`config.mk`:
```
export PLATFORM = sky130hd
export DESIGN_NAME = kftvga_vram_arbiter
export DESIGN_NICKNAME = d
export VERILOG_FILES = /design/src/rtl/kftvga_vram_arbiter.sv
export SDC_FILE = /design/constraint.sdc
export NUM_CORES = 1
export LEC_CHECK = 0
export ABC_AREA = 1
export CORE_MARGIN = 2
export CORE_UTILIZATION = 30
export CTS_CLUSTER_SIZE = 30
export DETAILED_ROUTE_END_ITERATION = 7
export GPL_ROUTABILITY_DRIVEN = 0
export PLACE_DENSITY = 0.84
export SLEW_MARGIN = 20
export SYNTH_ARGS = -nofsm -noshare
export SYNTH_HDL_FRONTEND = slang
export SYNTH_SLANG_ARGS = --single-unit
```
`constraint.sdc`:
```
create_clock -name clock -period 1.3 [get_ports clock]
set_input_delay 0.325 -clock clock [delete_from_list [all_inputs] [get_ports clock]]
set_output_delay 0.325 -clock clock [all_outputs]
set_load 0.01 [all_outputs]
```
`src/rtl/kftvga_vram_arbiter.sv`:
```
// kftvga_vram_arbiter
// Shares one single-port 16-bit text VRAM (1-cycle read latency, byte
// enables) between the video fetch unit, the 8-bit CPU bus and an optional
// screen-fill engine. Fixed per-cycle priority: video > CPU > fill.
// Optional feature macro: KFTVGA_VRAM_FILL_EN (fill engine present when
// defined; otherwise fill inputs are ignored and fill_busy is tied low).
//
// CPU handshake: cpu_write/cpu_read are sampled only in a cycle where
// cpu_ready=1 (write wins if both are high). cpu_ready then stays low until
// the access has completed; a read completes with a one-cycle cpu_read_valid
// pulse, and cpu_data_out holds that byte until the next read completes.
module kftvga_vram_arbiter #(
  parameter int DEPTH = 4800,
  parameter int AW    = 13
) (
  input  logic          clock,
  input  logic          reset_n,
  input  logic [AW:0]   cpu_address,
  input  logic          cpu_write,
  input  logic          cpu_read,
  input  logic [7:0]    cpu_data_in,
  output logic          cpu_ready,
  output logic [7:0]    cpu_data_out,
  output logic          cpu_read_valid,
  input  logic          video_request,
  input  logic [AW-1:0] video_address,
  output logic [15:0]   video_data_out,
  output logic          video_data_valid,
  input  logic          fill_start,
  input  logic [15:0]   fill_data,
  output logic          fill_busy,
  output logic [AW-1:0] ram_address,
  output logic          ram_write,
  output logic [1:0]    ram_byte_enable,
  output logic [15:0]   ram_write_data,
  input  logic [15:0]   ram_read_data,
  output logic [1:0]    dbg_cpu_state,
  output logic          dbg_fill_state
);

  localparam logic [AW-1:0] LAST_WORD = AW'(DEPTH - 1);

  typedef enum logic [1:0] {
    CPU_IDLE  = 2'd0,
    CPU_PEND  = 2'd1,
    CPU_RWAIT = 2'd2,
    CPU_RDONE = 2'd3
  } cpu_state_t;

  cpu_state_t    r_cpu_state;
  cpu_state_t    w_cpu_next;
  logic [AW-1:0] r_cpu_word;
  logic          r_cpu_hi;
  logic          r_cpu_is_write;
  logic          r_cpu_oor;
  logic [7:0]    r_cpu_wdata;
  logic [7:0]    r_cpu_rdata;
  logic          r_video_valid;

  logic          w_cpu_accept;
  logic          w_cpu_oor_in;
  logic          w_cpu_slot;
  logic          w_cpu_ram;
  logic          w_fill_grant;
  logic [AW-1:0] w_fill_addr;
  logic [15:0]   w_fill_word;

  assign w_cpu_accept = (r_cpu_state == CPU_IDLE) && (cpu_write || cpu_read);
  assign w_cpu_oor_in = (cpu_address[AW:1] > LAST_WORD);
  // The CPU gets its slot in any pending cycle without a video fetch; an
  // out-of-range access uses the slot for timing but never touches the RAM.
  assign w_cpu_slot   = (r_cpu_state == CPU_PEND) && !video_request;
  assign w_cpu_ram    = w_cpu_slot && !r_cpu_oor;

  // CPU FSM state register
  always_ff @(posedge clock or negedge reset_n) begin
    if (!reset_n) r_cpu_state <= CPU_IDLE;
    else          r_cpu_state <= w_cpu_next;
  end

  // CPU FSM next-state logic
  always_comb begin
    w_cpu_next = r_cpu_state;
    case (r_cpu_state)
      CPU_IDLE:  if (w_cpu_accept) w_cpu_next = CPU_PEND;
      CPU_PEND:  if (w_cpu_slot) w_cpu_next = r_cpu_is_write ? CPU_IDLE : CPU_RWAIT;
      CPU_RWAIT: w_cpu_next = CPU_RDONE;
      CPU_RDONE: w_cpu_next = CPU_IDLE;
      default:   w_cpu_next = CPU_IDLE;
    endcase
  end

  // Latch the accepted request and capture the read byte one cycle after the RAM read
  always_ff @(posedge clock or negedge reset_n) begin
    if (!reset_n) begin
      r_cpu_word     <= '0;
      r_cpu_hi       <= 1'b0;
      r_cpu_is_write <= 1'b0;
      r_cpu_oor      <= 1'b0;
      r_cpu_wdata    <= 8'h00;
      r_cpu_rdata    <= 8'h00;
    end else begin
      if (w_cpu_accept) begin
        r_cpu_word     <= cpu_address[AW:1];
        r_cpu_hi       <= cpu_address[0];
        r_cpu_is_write <= cpu_write;
        r_cpu_oor      <= w_cpu_oor_in;
        r_cpu_wdata    <= cpu_data_in;
      end
      if (r_cpu_state == CPU_RWAIT) begin
        if (r_cpu_oor)     r_cpu_rdata <= 8'h00;
        else if (r_cpu_hi) r_cpu_rdata <= ram_read_data[15:8];
        else               r_cpu_rdata <= ram_read_data[7:0];
      end
    end
  end

  // Video valid is the request delayed to line up with the RAM read latency
  always_ff @(posedge clock or negedge reset_n) begin
    if (!reset_n) r_video_valid <= 1'b0;
    else          r_video_valid <= video_request;
  end

  assign cpu_ready        = (r_cpu_state == CPU_IDLE);
  assign cpu_read_valid   = (r_cpu_state == CPU_RDONE);
  assign cpu_data_out     = r_cpu_rdata;
  assign video_data_out   = ram_read_data;
  assign video_data_valid = r_video_valid;
  assign dbg_cpu_state    = r_cpu_state;

`ifdef KFTVGA_VRAM_FILL_EN
  typedef enum logic {
    FILL_IDLE = 1'b0,
    FILL_RUN  = 1'b1
  } fill_state_t;

  fill_state_t   r_fill_state;
  fill_state_t   w_fill_next;
  logic [AW-1:0] r_fill_cnt;
  logic [15:0]   r_fill_data;

  // Fill only takes cycles that neither video nor a real CPU access uses
  assign w_fill_grant = (r_fill_state == FILL_RUN) && !video_request && !w_cpu_ram;

  // Fill FSM state register
  always_ff @(posedge clock or negedge reset_n) begin
    if (!reset_n) r_fill_state <= FILL_IDLE;
    else          r_fill_state <= w_fill_next;
  end

  // Fill FSM next-state logic: finish after the write of the last word
  always_comb begin
    w_fill_next = r_fill_state;
    case (r_fill_state)
      FILL_IDLE: if (fill_start) w_fill_next = FILL_RUN;
      FILL_RUN:  if (w_fill_grant && (r_fill_cnt == LAST_WORD)) w_fill_next = FILL_IDLE;
      default:   w_fill_next = FILL_IDLE;
    endcase
  end

  // Fill word/counter: loaded on start, advanced on each granted write, never wraps
  always_ff @(posedge clock or negedge reset_n) begin
    if (!reset_n) begin
      r_fill_cnt  <= '0;
      r_fill_data <= 16'h0000;
    end else if ((r_fill_state == FILL_IDLE) && fill_start) begin
      r_fill_cnt  <= '0;
      r_fill_data <= fill_data;
    end else if (w_fill_grant && (r_fill_cnt != LAST_WORD)) begin
      r_fill_cnt  <= r_fill_cnt + 1'b1;
    end
  end

  assign w_fill_addr    = r_fill_cnt;
  assign w_fill_word    = r_fill_data;
  assign fill_busy      = (r_fill_state == FILL_RUN);
  assign dbg_fill_state = r_fill_state;
`else
  logic w_unused_fill;

  assign w_unused_fill  = ^{fill_start, fill_data};
  assign w_fill_grant   = 1'b0;
  assign w_fill_addr    = '0;
  assign w_fill_word    = 16'h0000;
  assign fill_busy      = 1'b0;
  assign dbg_fill_state = 1'b0;
`endif

  // RAM port driven from the cycle's winner; idle leaves everything at zero
  always_comb begin
    ram_address     = '0;
    ram_write       = 1'b0;
    ram_byte_enable = 2'b00;
    ram_write_data  = 16'h0000;
    if (video_request) begin
      ram_address = video_address;
    end else if (w_cpu_ram) begin
      ram_address = r_cpu_word;
      if (r_cpu_is_write) begin
        ram_write       = 1'b1;
        ram_byte_enable = r_cpu_hi ? 2'b10 : 2'b01;
        ram_write_data  = {r_cpu_wdata, r_cpu_wdata};
      end
    end else if (w_fill_grant) begin
      ram_address     = w_fill_addr;
      ram_write       = 1'b1;
      ram_byte_enable = 2'b11;
      ram_write_data  = w_fill_word;
    end
  end

endmodule

```
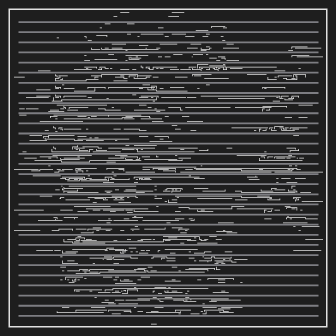
*Met1 routing*
Supply wires on this layer in grey.
- share of all routed wire: 37%
- nets with wire on the layer: 375
total number of vias: 2091
Total Wirelength: 6.36 mm
GRT met1 Usage: 0.199

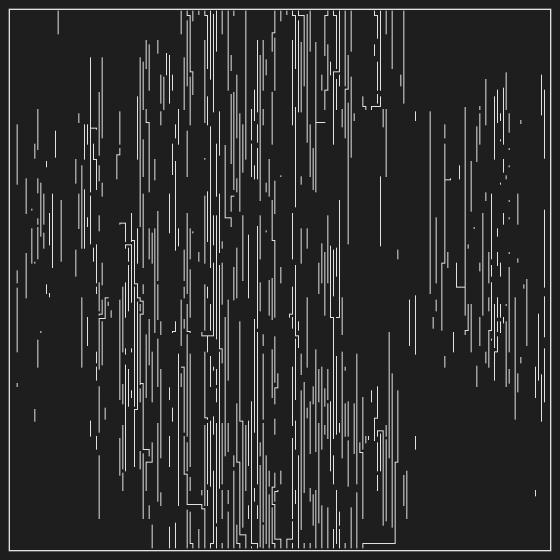
*Met2 routing*
- longest straight run: 32.6 µm
- main direction: vertical
- share of all routed wire: 54%

==> reports/qor.csv <==
metric,value,unit
failing checks,setup timing,
seq_cells,35,
CTS Buf Count,5,
Setup TNS,-14070,ps
register share after synthesis,0.447,
floorplan core density,0.309,
die span in x,84.8,µm
# Max-Cap Violations,0,
"top cells, area","dfrtp_1 (45%), nand2_1 (16%), buf_4 (10%)",
post-detailed-route count of antenna-violating nets,0,
die footprint,7200,µm²
CTS tree,yes,
skew final,4.80,ps
flop share of the area,0.250,
worst setup margin,-429,ps
Filler cells,576,
top cell type's share of synthesized area,0.447,
num ports,136,
largest class,non-clock buffers,
status,"complete, but fails checks",
Max clock buf depth,2,
Total Nets Final,458,
Worst setup SP type,register,
TAP cells,77,
distinct lib cells,18,
post-synth top area cell,dfrtp_1,
pre-CTS setup slack,-1040,ps
Final Total Pwr,6.75,mW
final setup vio count,59,
fin crit period,1730,ps
Sink Count,35,
Final Core Density,0.553,
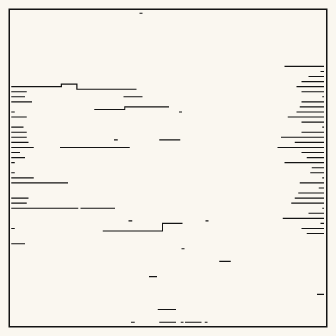
*The metal 3 layer*
- longest straight run: 18.4 µm
- nets with wire on the layer: 69
- share of all routed wire: 6.7%

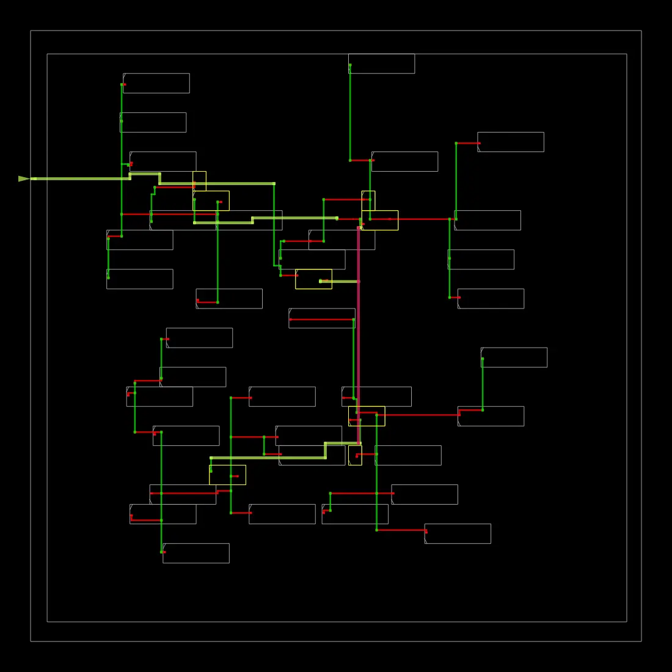
*Clock nets*
clk pwr: 767 µW
worst skew pair latency: 290 ps

final timing paths:
| path | start | to | cells after the start |
|---|---|---|---|
| min in group clock | r_cpu_wdata[3] | r_cpu_wdata[3] | 2 |
| max in group asynchronous | reset_n | cpu_data_out[3] | 3 |
| max | register | ram_address[8] | 5 |
| max reg2reg | register | r_cpu_oor | 8 |
| min | reset_n | r_cpu_word[7] | 2 |
| min reg2reg | r_cpu_wdata[3] | r_cpu_wdata[3] | 2 |
what timing repair did:
action | in CTS | in global routing
hold buffers | 1 | 0
cloned | 3 | 0
gates resized | 279 | 17
pin swaps | 6 | 2
setup endpoints to repair | 85 | 76
buffers inserted | 9 | 2
hold endpoints to repair | 12 | 0
report_power, final:
group          internal [mW]  total, mW  switching (mW)
Clock                  0.366      0.767           0.401
Combinational           1.97       4.10            2.13
Sequential              1.61       1.88           0.269
metal layers:
layer | track usage | part of all wire | vias up
li1 | - | - | 1030
met1 | 0.199 | 0.37 | 963
met2 | 0.346 | 0.54 | 85
met3 | 0.0545 | 0.066 | 13
met4 | 0.0563 | 0.023 | 0
met5 | 0 | 0 | -
placed cells by master (no fill, tap or decap), types with 7 or more instances in the layout:
cell             instances
buf_6                   17
clkdlybuf4s15_1          7
clkdlybuf4s50_1         53
o21ai_0                 10
buf_4                   18
a21oi_1                  8
nand3_1                 11
nand2_1                 82
nor2_2                   7
buf_2                   41
nor2_4                  18
dfrtp_1                 34
inv_1                   30
state kept, by name, indices dropped and copies added, names as in the netlist, named ones only:
name	cells
r_cpu_is_write	1
dbg_cpu_state	1
r_cpu_hi	1
r_cpu_oor	1
r_cpu_wdata	8
cpu_data_out	8
video_data_valid	1
r_cpu_word	13
Power is estimated from default activity; no workload was simulated.
